==> config.mk <==
export PLATFORM = sky130hd
export DESIGN_NAME = tex_line_cmd_rx
export DESIGN_NICKNAME = d
export VERILOG_FILES = /design/src/rtl/tex_cmd_defs_pkg.sv /design/src/rtl/tex_uart_rx.sv /design/src/rtl/tex_line_cmd_rx.sv
export SDC_FILE = /design/constraint.sdc
export NUM_CORES = 1
export LEC_CHECK = 0
export CAP_MARGIN = 10
export CORE_ASPECT_RATIO = 1.2
export CORE_UTILIZATION = 40
export DETAILED_ROUTE_END_ITERATION = 10
export REMOVE_ABC_BUFFERS = 1
export SLEW_MARGIN = 20
export SYNTH_ARGS = -nofsm -noshare
export SYNTH_HDL_FRONTEND = slang
export SYNTH_HIERARCHICAL = 1
export SYNTH_SLANG_ARGS = --single-unit
==> constraint.sdc <==
create_clock -name clk -period 2.1 [get_ports clk]
set_input_delay 0.315 -clock clk [delete_from_list [all_inputs] [get_ports clk]]
set_output_delay 0.315 -clock clk [all_outputs]
set_load 0.05 [all_outputs]
PDN straps and rails:
Drawn at 4 px/um. Pins as bars on the die edge. Tap cells in grey.
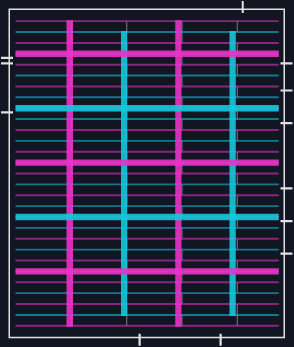
| colour | net |
|---|---|
| cyan | VDD |
| magenta | VSS |
tap cells: 60
met5 straps: 5
met1 rails: 29
maximum vdd drop: 0.4038 mV
Core Box Area: 5010 um2

Register map, names as in the netlist:
Drawn at 6 px/um.
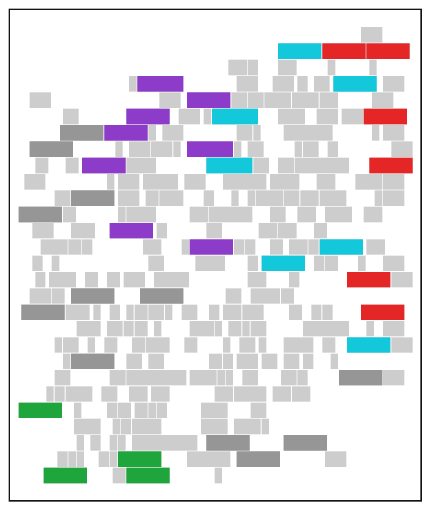
| colour | netlist name | sequential cells |
|---|---|---|
| purple | `u_uart_rx/data` | 8 |
| red | `line` | 6 |
| cyan | `acc_q` | 7 |
| green | `u_uart_rx/cnt_q` | 4 |
not coloured: 12
register area: 745.7 um2
post-layout util: 0.5195

Clock routing:
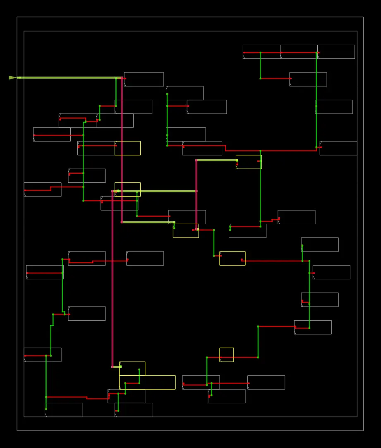
final worst clock skew: 0.009058 ns
number of buffers created by CTS: 5

==> run_results.csv <==
group,metric,value,unit
status,outcome,"finished clean",
logic_synthesis,ys_async_sr_fraction,0,
final_layout,sh_comb_area,0.5216,
final_layout,clockBufferCount,6,
clock_tree,clockRootBuffer,"clkbuf_8",
global_route,first_global_vias,1581,
floorplanning,fp_util,0.4223,
routing,wl_met2,2056,um
logic_synthesis,edf_count,0,
clock_tree,cts_tree,"done",
logic_synthesis,avgSynthCellArea,9.321,um2
placed_design,gp_congestion,0.7624,
logic_synthesis,yosys-stat-area,2116,um2
routing,totalWireLength,4175,um
power,leakagePower,1.106,nW
logic_synthesis,ys_ff,37,
logic_synthesis,topCellsByArea,"dfxtp_1 (35%), ha_1 (9.5%), mux2i_1 (9.5%)",
global_route,globalRouteMet1Util,0.1891,
min_path,min_path_cells,1,
routing,vias,1686,
logic_synthesis,ys_sh_mux,0.09994,
global_route,top_usage_layer,"met2",
final_layout,stdcell_area,2603,um2
final_layout,buffers,29,
final_layout,logic_area,1358,um2
final_timing,setup_viol,0,
floorplanning,die_height,81.67,um
placed_design,dp.final_hpwl,3110,um
final_layout,clockNetworkAreaShare,0.04615,
logic_synthesis,synthTopLogicFamily,"simple AND/OR/NAND/NOR gates",
global_route,grt_usage,0.1688,
clock_tree,cts_buffer_depth,2,
routing,via_per_inst,5.302,
power,p_sw_frac,0.2106,
final_layout,buf_share,0.09808,
placed_design,io_buffer_count,11,
run,warnings,30,
logic_synthesis,common_cells,"dfxtp_1 (37), nor2_1 (25), mux2i_1 (20)",
critical_path,cp.required,2.34,ns
critical_path,startpoint_type,"flip-flop",
final_layout,fin_nets,278,
routing,dr.pass1.iters,4,
critical_path,critical-path-max-stage-delay,0.55,ns
placed_design,placedCellCount,310,
global_route,grt_max_degree,21,
power,p_comb_frac,0.026,
logic_synthesis,largest_area_cell,"dfxtp_1",
floorplanning,num_rows,28,
logic_synthesis,ys_sh_simple,0.2111,
power,power.net_switching,0.0002949,W
power,pg_seq,0.000708,W
final_layout,dominant_cells,"combinational gates",
clock_tree,postCtsSetupBuffers,0,
global_route,grt_pass1_wl,6989,um
final_layout,seq_share,0.2865,
final_layout,area_growth,23.00,%
global_route,grtUsageMet3,0.03333,
logic_synthesis,ff_type,"dfxtp_1",
final_timing,fmax,483.3,MHz
logic_synthesis,ys_seq_frac,0.3501,
routing,drtIter0Drc,78,
power,seqPwrFrac,0.506,
floorplanning,dieArea,5585,um2
final_layout,inverters_excl_clock,13,
global_route,grt_util_met2,0.2980,
critical_path,r2r_slack,0.03,ns
power,pwr-share-clk,0.468,
logic_synthesis,synthesis.area,2116,um2
routing,top_layer,"met4",
logic_synthesis,synth.cellmix.xorXnorShare,0.02070,
final_layout,drive_above_1_share,0.2248,
global_route,overflow,0,
final_timing,finalCritPeriodShare,0.9853,
final_layout,final_cell_mix,"dfxtp_1 (33), nor2_1 (24), mux2i_1 (20)",
clock_tree,numClockSinks,37,
final_timing,hold_viol_final,0,
min_path,hold_class,"flip-flop to flip-flop",
power,maxPowerGroup,"registers",
final_timing,layout_min_cycle_time,2.069,ns
floorplanning,fp.dieW,68.39,um
critical_path,arrival,2.31,ns
final_timing,slew_viol_final,0,
power,clock_power,0.000655,W
critical_path,crit_family,"adder cells",
final_timing,slew_headroom,0.6704,
final_layout,fill_cells,504,
final_timing,tightest_slew,0.4929,ns
final_layout,largest_register_ffs,8,
final_layout,flops,37,
final_timing,setup_ws,0.03091,ns
logic_synthesis,yosysCellCount,227,
critical_path,cp_cell_sequence,"inv_2 > fa_1 > inv_2 > fa_2 > a21o_1 > a21oi_2 > xnor2_1 > nand4_1 > a21oi_2",
clock_tree,ctsHoldBuffers,0,
critical_path,critPathBufInv,2,
logic_synthesis,synth.top_cell.area_share,0.3501,
final_layout,n_antenna_cell,0,
power,powerComb,0.0000371,W
final_timing,grt_setup_unrepaired,"yes",
logic_synthesis,syn-instance-count,227,
logic_synthesis,yosys_warnings,6,
critical_path,endpoint_kind,"flip-flop",
placed_design,place_area,2422,um2
clock_tree,worstSkewPairLatency,0.30,ns
power,powerDensity,538.0,nW/um2
critical_path,rr_worst_depth,9,
critical_path,crit_slowest_cell,"fa_1",
power,p_int,0.001105,W
final_layout,logic_gate_count,171,
logic_synthesis,synth.distinct_cells,53,
logic_synthesis,most_common_cell,"dfxtp_1",
routing,met3_length,90,um
final_timing,whs,0.4161,ns
critical_path,path_depth,9,
clock_tree,cts.clk_slew.worst_paths,0.08,ns
final_layout,lay_top_count,"dfxtp_1",
global_route,antenna_found_initial,0,
floorplanning,io_pins,12,
routing,drc_errors,0,
clock_tree,htreeDepth,2,
logic_synthesis,ys_sh_aoi,0.1703,
critical_path,cp_max_fo,2,
floorplanning,nWellTaps,60,
critical_path,path_class,"flip-flop to flip-flop",
placed_design,pre_cts_slack,-0.1475,ns
routing,avgRoutedWirePerCell,13.13,um
Power figures rest on the tool's default switching activity, not on a simulated workload.
